**Signal metal coverage by tile**

The die is cut into 23 by 23 equal tiles; black is low, pale yellow is high, scaled to the fullest tile. Values are wire area over tile area, all layers added.
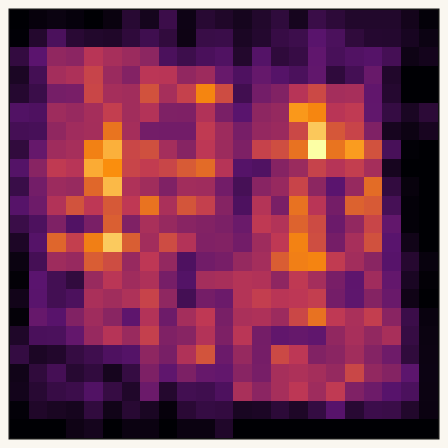
**Sequential cells coloured by netlist name**

Other sequential cells in the stronger grey, the rest of the logic in the fainter grey.
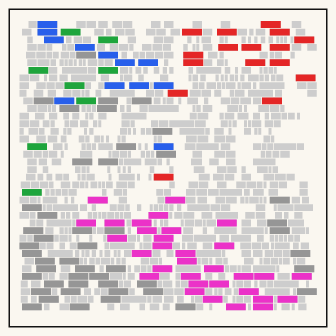
**Placement view**

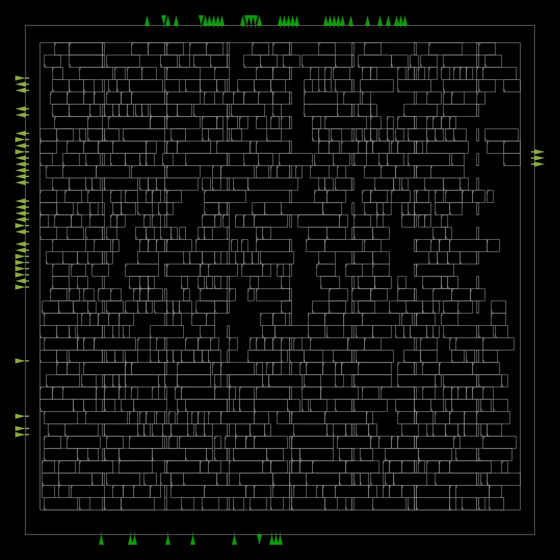
**Wires at chosen ports, followed through buffers**

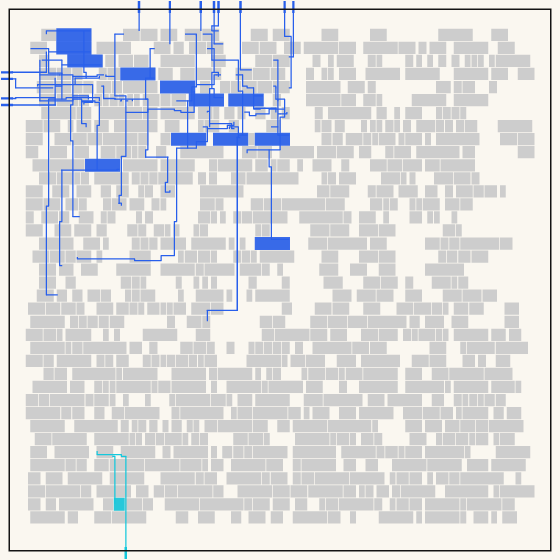
**The metal 3 layer**

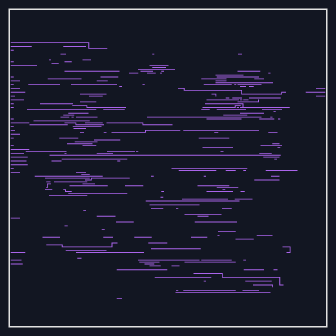
### src/rtl/jtag_cmd_ctrl_pkg.sv
// rtl/jtag_cmd_ctrl_pkg.sv - instruction codes and FSM states for the JTAG command controller
package jtag_cmd_ctrl_pkg;

    localparam int IR_LENGTH = 4;

    // TAP instruction codes
    localparam logic [IR_LENGTH-1:0] IIDENT = 4'h1;
    localparam logic [IR_LENGTH-1:0] IRADDR = 4'h2;
    localparam logic [IR_LENGTH-1:0] IWADDR = 4'h3;
    localparam logic [IR_LENGTH-1:0] IWDATA = 4'h4;
    localparam logic [IR_LENGTH-1:0] IRDATA = 4'h5;
    localparam logic [IR_LENGTH-1:0] IFLAGS = 4'h6;

    // Command FSM states
    typedef enum logic [2:0] {
        ST_IDLE  = 3'd0,
        ST_CAPT  = 3'd1,
        ST_SHIFT = 3'd2,
        ST_UPD   = 3'd3,
        ST_WR    = 3'd4
    } state_e;

endpackage

### src/rtl/jtag_cmd_ctrl_sync.sv
// rtl/jtag_cmd_ctrl_sync.sv - 2-FF synchroniser for TAP signals with tck rising-edge detect
module jtag_sync #(
    parameter int W = 1
) (
    input  logic         clk_i,
    input  logic         reset_i,
    input  logic         tck_i,
    input  logic [W-1:0] d_i,
    output logic [W-1:0] q_o,
    output logic         tck_rise_o
);

    logic [W-1:0] s1_q;
    logic [W-1:0] s2_q;
    logic         tck1_q;
    logic         tck2_q;
    logic         tck3_q;

    // Two flop stages on every TAP signal so the bus lines up with the synced tck
    always_ff @(posedge clk_i) begin
        if (reset_i) begin
            s1_q   <= '0;
            s2_q   <= '0;
            tck1_q <= 1'b0;
            tck2_q <= 1'b0;
            tck3_q <= 1'b0;
        end else begin
            s1_q   <= d_i;
            s2_q   <= s1_q;
            tck1_q <= tck_i;
            tck2_q <= tck1_q;
            tck3_q <= tck2_q;
        end
    end

    assign q_o        = s2_q;
    assign tck_rise_o = tck2_q & ~tck3_q;

endmodule

### src/rtl/jtag_cmd_ctrl.sv
// rtl/jtag_cmd_ctrl.sv - JTAG DR command controller driving sample RAM port and flags
module jtag_cmd_ctrl
    import jtag_cmd_ctrl_pkg::*;
#(
    parameter int          DR_WIDTH = 32,
    parameter int          ADDR_W   = 12,
    parameter int          DATA_W   = 16,
    parameter int          FLAGS_W  = 8,
    parameter logic [31:0] ID_VALUE = 32'h4A544147
) (
    input  logic                 clk_50_,
    input  logic                 reset,
    input  logic                 tck,
    input  logic                 tdi,
    output logic                 tdo,
    input  logic [IR_LENGTH-1:0] ir,
    input  logic                 capture_dr,
    input  logic                 shift_dr,
    input  logic                 update_dr,
    output logic [ADDR_W-1:0]    mem_raddr,
    input  logic [DATA_W-1:0]    mem_rdata,
    output logic [ADDR_W-1:0]    mem_waddr,
    output logic [DATA_W-1:0]    mem_wdata,
    output logic                 mem_we,
    output logic [FLAGS_W-1:0]   flags
);

    localparam int SW    = IR_LENGTH + 4;
    localparam int CNT_W = $clog2(DR_WIDTH + 1);

    logic [SW-1:0]        sync_q;
    logic                 tck_rise;
    logic                 tdi_s;
    logic                 cap_s;
    logic                 sh_s;
    logic                 upd_s;
    logic [IR_LENGTH-1:0] ir_s;
    logic                 cap_ev;
    logic                 sh_ev;
    logic                 upd_ev;
    logic                 ir_chg;
    logic [CNT_W-1:0]     shamt;

    state_e               state_q, state_d;
    logic [DR_WIDTH-1:0]  dr_q, dr_d;
    logic [CNT_W-1:0]     cnt_q, cnt_d;
    logic [IR_LENGTH-1:0] ir_q;
    logic [ADDR_W-1:0]    raddr_q, raddr_d;
    logic [ADDR_W-1:0]    waddr_q, waddr_d;
    logic [DATA_W-1:0]    wdata_q, wdata_d;
    logic [FLAGS_W-1:0]   flags_q, flags_d;
    logic                 we_q, we_d;
    logic                 wr_pend_q, wr_pend_d;
    logic                 tdo_q, tdo_d;

    jtag_sync #(
        .W (SW)
    ) u_sync (
        .clk_i      (clk_50_),
        .reset_i    (reset),
        .tck_i      (tck),
        .d_i        ({ir, update_dr, shift_dr, capture_dr, tdi}),
        .q_o        (sync_q),
        .tck_rise_o (tck_rise)
    );

    assign tdi_s = sync_q[0];
    assign cap_s = sync_q[1];
    assign sh_s  = sync_q[2];
    assign upd_s = sync_q[3];
    assign ir_s  = sync_q[SW-1:4];

    // Priority capture > shift > update if the TAP ever shows more than one
    assign cap_ev = tck_rise & cap_s;
    assign sh_ev  = tck_rise & sh_s & ~cap_s;
    assign upd_ev = tck_rise & upd_s & ~cap_s & ~sh_s;
    assign ir_chg = (ir_s != ir_q);

    // The last N bits shifted sit at the top of the DR; this right-aligns them
    assign shamt = CNT_W'(DR_WIDTH) - cnt_q;

    // FSM state register
    always_ff @(posedge clk_50_) begin
        if (reset) begin
            state_q <= ST_IDLE;
        end else begin
            state_q <= state_d;
        end
    end

    // FSM next state; an IR change or capture restarts the command
    always_comb begin
        state_d = state_q;
        case (state_q)
            ST_IDLE:          ;
            ST_CAPT, ST_SHIFT: if (sh_ev) state_d = ST_SHIFT;
            ST_UPD:           state_d = wr_pend_q ? ST_WR : ST_IDLE;
            ST_WR:            state_d = ST_IDLE;
            default:          state_d = ST_IDLE;
        endcase
        if (upd_ev) begin
            state_d = ST_UPD;
        end
        if (cap_ev || ir_chg) begin
            state_d = ST_CAPT;
        end
    end

    // Datapath next state: DR capture/shift, update actions, write strobe and address bump
    always_comb begin
        dr_d      = dr_q;
        cnt_d     = cnt_q;
        raddr_d   = raddr_q;
        waddr_d   = waddr_q;
        wdata_d   = wdata_q;
        flags_d   = flags_q;
        wr_pend_d = 1'b0;
        we_d      = (state_q == ST_UPD) && wr_pend_q;
        tdo_d     = dr_q[0];

        // Write address advances on the cycle after the strobe
        if (we_q) begin
            waddr_d = waddr_q + ADDR_W'(1);
        end

        if (cap_ev) begin
            cnt_d = '0;
            case (ir_s)
                IIDENT:  dr_d = DR_WIDTH'(ID_VALUE);
                IRDATA:  dr_d = DR_WIDTH'(mem_rdata);
                IRADDR:  dr_d = DR_WIDTH'(raddr_q);
                IWADDR:  dr_d = DR_WIDTH'(waddr_q);
                IFLAGS:  dr_d = DR_WIDTH'(flags_q);
                default: dr_d = '0;
            endcase
        end else if (sh_ev) begin
            dr_d = {tdi_s, dr_q[DR_WIDTH-1:1]};
            if (cnt_q != CNT_W'(DR_WIDTH)) begin
                cnt_d = cnt_q + CNT_W'(1);
            end
        end else if (upd_ev) begin
            if (ir_s == IRDATA) begin
                // Prefetch the next word for the following capture
                raddr_d = raddr_q + ADDR_W'(1);
            end else if (cnt_q != '0) begin
                case (ir_s)
                    IRADDR: raddr_d = ADDR_W'(dr_q >> shamt);
                    IWADDR: waddr_d = ADDR_W'(dr_q >> shamt);
                    IWDATA: begin
                        // A short shift leaves the RAM untouched
                        if (cnt_q >= CNT_W'(DATA_W)) begin
                            wdata_d   = DATA_W'(dr_q >> shamt);
                            wr_pend_d = 1'b1;
                        end
                    end
                    IFLAGS:  flags_d = FLAGS_W'(dr_q >> shamt);
                    default: ;
                endcase
            end
        end
    end

    // Datapath registers
    always_ff @(posedge clk_50_) begin
        if (reset) begin
            dr_q      <= '0;
            cnt_q     <= '0;
            ir_q      <= '0;
            raddr_q   <= '0;
            waddr_q   <= '0;
            wdata_q   <= '0;
            flags_q   <= '0;
            we_q      <= 1'b0;
            wr_pend_q <= 1'b0;
            tdo_q     <= 1'b0;
        end else begin
            dr_q      <= dr_d;
            cnt_q     <= cnt_d;
            ir_q      <= ir_s;
            raddr_q   <= raddr_d;
            waddr_q   <= waddr_d;
            wdata_q   <= wdata_d;
            flags_q   <= flags_d;
            we_q      <= we_d;
            wr_pend_q <= wr_pend_d;
            tdo_q     <= tdo_d;
        end
    end

    assign tdo       = tdo_q;
    assign mem_raddr = raddr_q;
    assign mem_waddr = waddr_q;
    assign mem_wdata = wdata_q;
    assign mem_we    = we_q;
    assign flags     = flags_q;

endmodule

### config.mk
export PLATFORM = sky130hd
export DESIGN_NAME = jtag_cmd_ctrl
export DESIGN_NICKNAME = d
export VERILOG_FILES = /design/src/rtl/jtag_cmd_ctrl_pkg.sv /design/src/rtl/jtag_cmd_ctrl_sync.sv /design/src/rtl/jtag_cmd_ctrl.sv
export SDC_FILE = /design/constraint.sdc
export NUM_CORES = 1
export LEC_CHECK = 0
export CORE_MARGIN = 3
export CORE_UTILIZATION = 57
export DETAILED_ROUTE_END_ITERATION = 8
export PLACE_DENSITY = 0.81
export SETUP_SLACK_MARGIN = 0.3
export SYNTH_ARGS = -nofsm -noshare
export SYNTH_HDL_FRONTEND = slang
export SYNTH_HIERARCHICAL = 1
export SYNTH_SLANG_ARGS = --single-unit
### constraint.sdc
create_clock -name clk_50_ -period 3.42 [get_ports clk_50_]
set_input_delay 0.513 -clock clk_50_ [delete_from_list [all_inputs] [get_ports clk_50_]]
set_output_delay 0.513 -clock clk_50_ [all_outputs]
set_load 0.1 [all_outputs]
==> Flow_metrics.wiki <==
== Flow metrics ==
{| class="wikitable"
! Metric !! Value
|-
| Status || completed
|-
| Number of ordinary and repair buffers in the finished layout || 96
|-
| Post-Syn Instances || 728
|-
| Comb. pwr || 164 uW
|-
| Setup bufs post-CTS || 0
|-
| Fill cells || roughly 830
|-
| Combinational share of cell area || 49.3%
|-
| Crit path kind || reg2reg
|-
| Pwr Density || between 400 and 500 nW/um^2
|-
| Number of hold violations in the final report || 0
|-
| Most instantiated cells after synthesis || dfxtp_1, nor2_1, mux2i_1, nand2_1, o21ai_0
|-
| Flip-flops with a built-in enable || 0
|-
| Global route overflow || 0
|-
| Worst Path Arrival || about 3.3 ns
|-
| Area fraction in mux cells || 16.0%
|-
| Number of cells on the worst reg-to-reg path || 9
|-
| Post-layout minimum cycle time || roughly 3.0 ns
|-
| Maximum capacitance violations || 0
|-
| Worst vdd ir || roughly 0.59 mV
|-
| Number of antenna cells inserted || 0
|-
| Endpoint type of the worst setup path || register
|-
| Clock transition time at the flip-flop clock pins of the worst setup and hold paths || 0.06 ns
|-
| Static leakage || approximately 2.8 nW
|-
| Placed inst area || about 7300 sq um
|-
| Initial drt markers || about 660
|-
| Max-area cell share || between 30% and 40%
|-
| Count of clock buffers in the final design || 17
|-
| Portion of the layout cell area used by clock cells || 7.26%
|-
| Clock network power consumption || between 1.5 and 2 mW
|-
| Yosys stat chip area || 6480 sq um
|-
| Main power-consuming group || clock
|-
| Nets at Floorplan || 759
|-
| Dominant register cell || dfxtp_1
|-
| Worst min-delay path class || reg2reg
|-
| Number of signal-net inverters in the final layout || 10
|-
| Worst setup SP type || register
|-
| Weighted congestion reported at the end of routability-driven placement || 1.01
|-
| Biggest cell category by area in the final layout || combinational gates
|-
| Remaining antenna violation count after routing || 0
|-
| Synth top area cells || dfxtp_1, mux2i_1, nor2_1
|-
| Total placed cells including tap cells || around 910
|-
| CTS tree || yes
|}
Notes on 'signal metal coverage by tile' above:
- mean over tiles: 0.28
- fullest tile: 0.91
- emptiest ninth of the die: south-west
- tiles over half the peak: 17%
- nearly empty tiles: 7.9%
WL per Instance: 22.0 microns
DRT Wirelength: 20.8 mm
total global-route track usage: 33.1%

Notes on 'sequential cells coloured by netlist name' above:
- blue: `mem_waddr` (flops 12)
- red: `mem_wdata` (flops 16; where north-east)
- magenta: `dr_q` (flops 32)
- green: `flags` (flops 8)
- not coloured: 47
FF/Latch Area: 2300 sq um
flop share of the area: 29.2%

Notes on 'placement view' above:
final std cells w/o fill: 946
tap cell count: 140
final core utilization: 71.9%
area inside the core boundary: 11000 sq um

Notes on 'wires at chosen ports, followed through buffers' above:
- blue: `mem_waddr` (bits 12; direction output; end cells 12; buffers 12; wire 818 microns)
- cyan: `update_dr` (bits 1; direction input; end cells 1; buffers 1; wire 36.5 microns)
buffers added on ports: 76
Boundary Pins: 77

Notes on 'the metal 3 layer' above:
- longest straight run: 82.1 microns
- share of all routed wire: 8.5%
GR Util met3: 6.15%
via total after detailed routing: 6253

[sequential cells by signal (all words and copies together), names as in the netlist]
signal         count
cnt_q              6
dr_q              32
flags              8
ir_q               4
mem_raddr         12
mem_waddr         12
mem_wdata         16
mem_we             1
state_q            3
tdo                1
u_sync/q_o         8
u_sync/s1_q        8
u_sync/tck1_q      1
u_sync/tck2_q      1
u_sync/tck3_q      1
wr_pend_q          1
[timing repair]
item                       4_1_cts  5_1_grt
setup endpoints to repair        0        9
gates resized                    0        2
hold buffers                     0        0
[critical path: stages (launching register included)]
cell	delay (ns)
dfxtp_1	0.45
inv_1	0.11
ha_2	0.49
buf_12	0.23
mux2_2	0.37
mux2i_1	0.39
nor2_1	0.07
a31oi_1	0.18
mux4_2	0.42
o21ai_0	0.12
Power figures rest on the tool's default switching activity, not on a simulated workload.
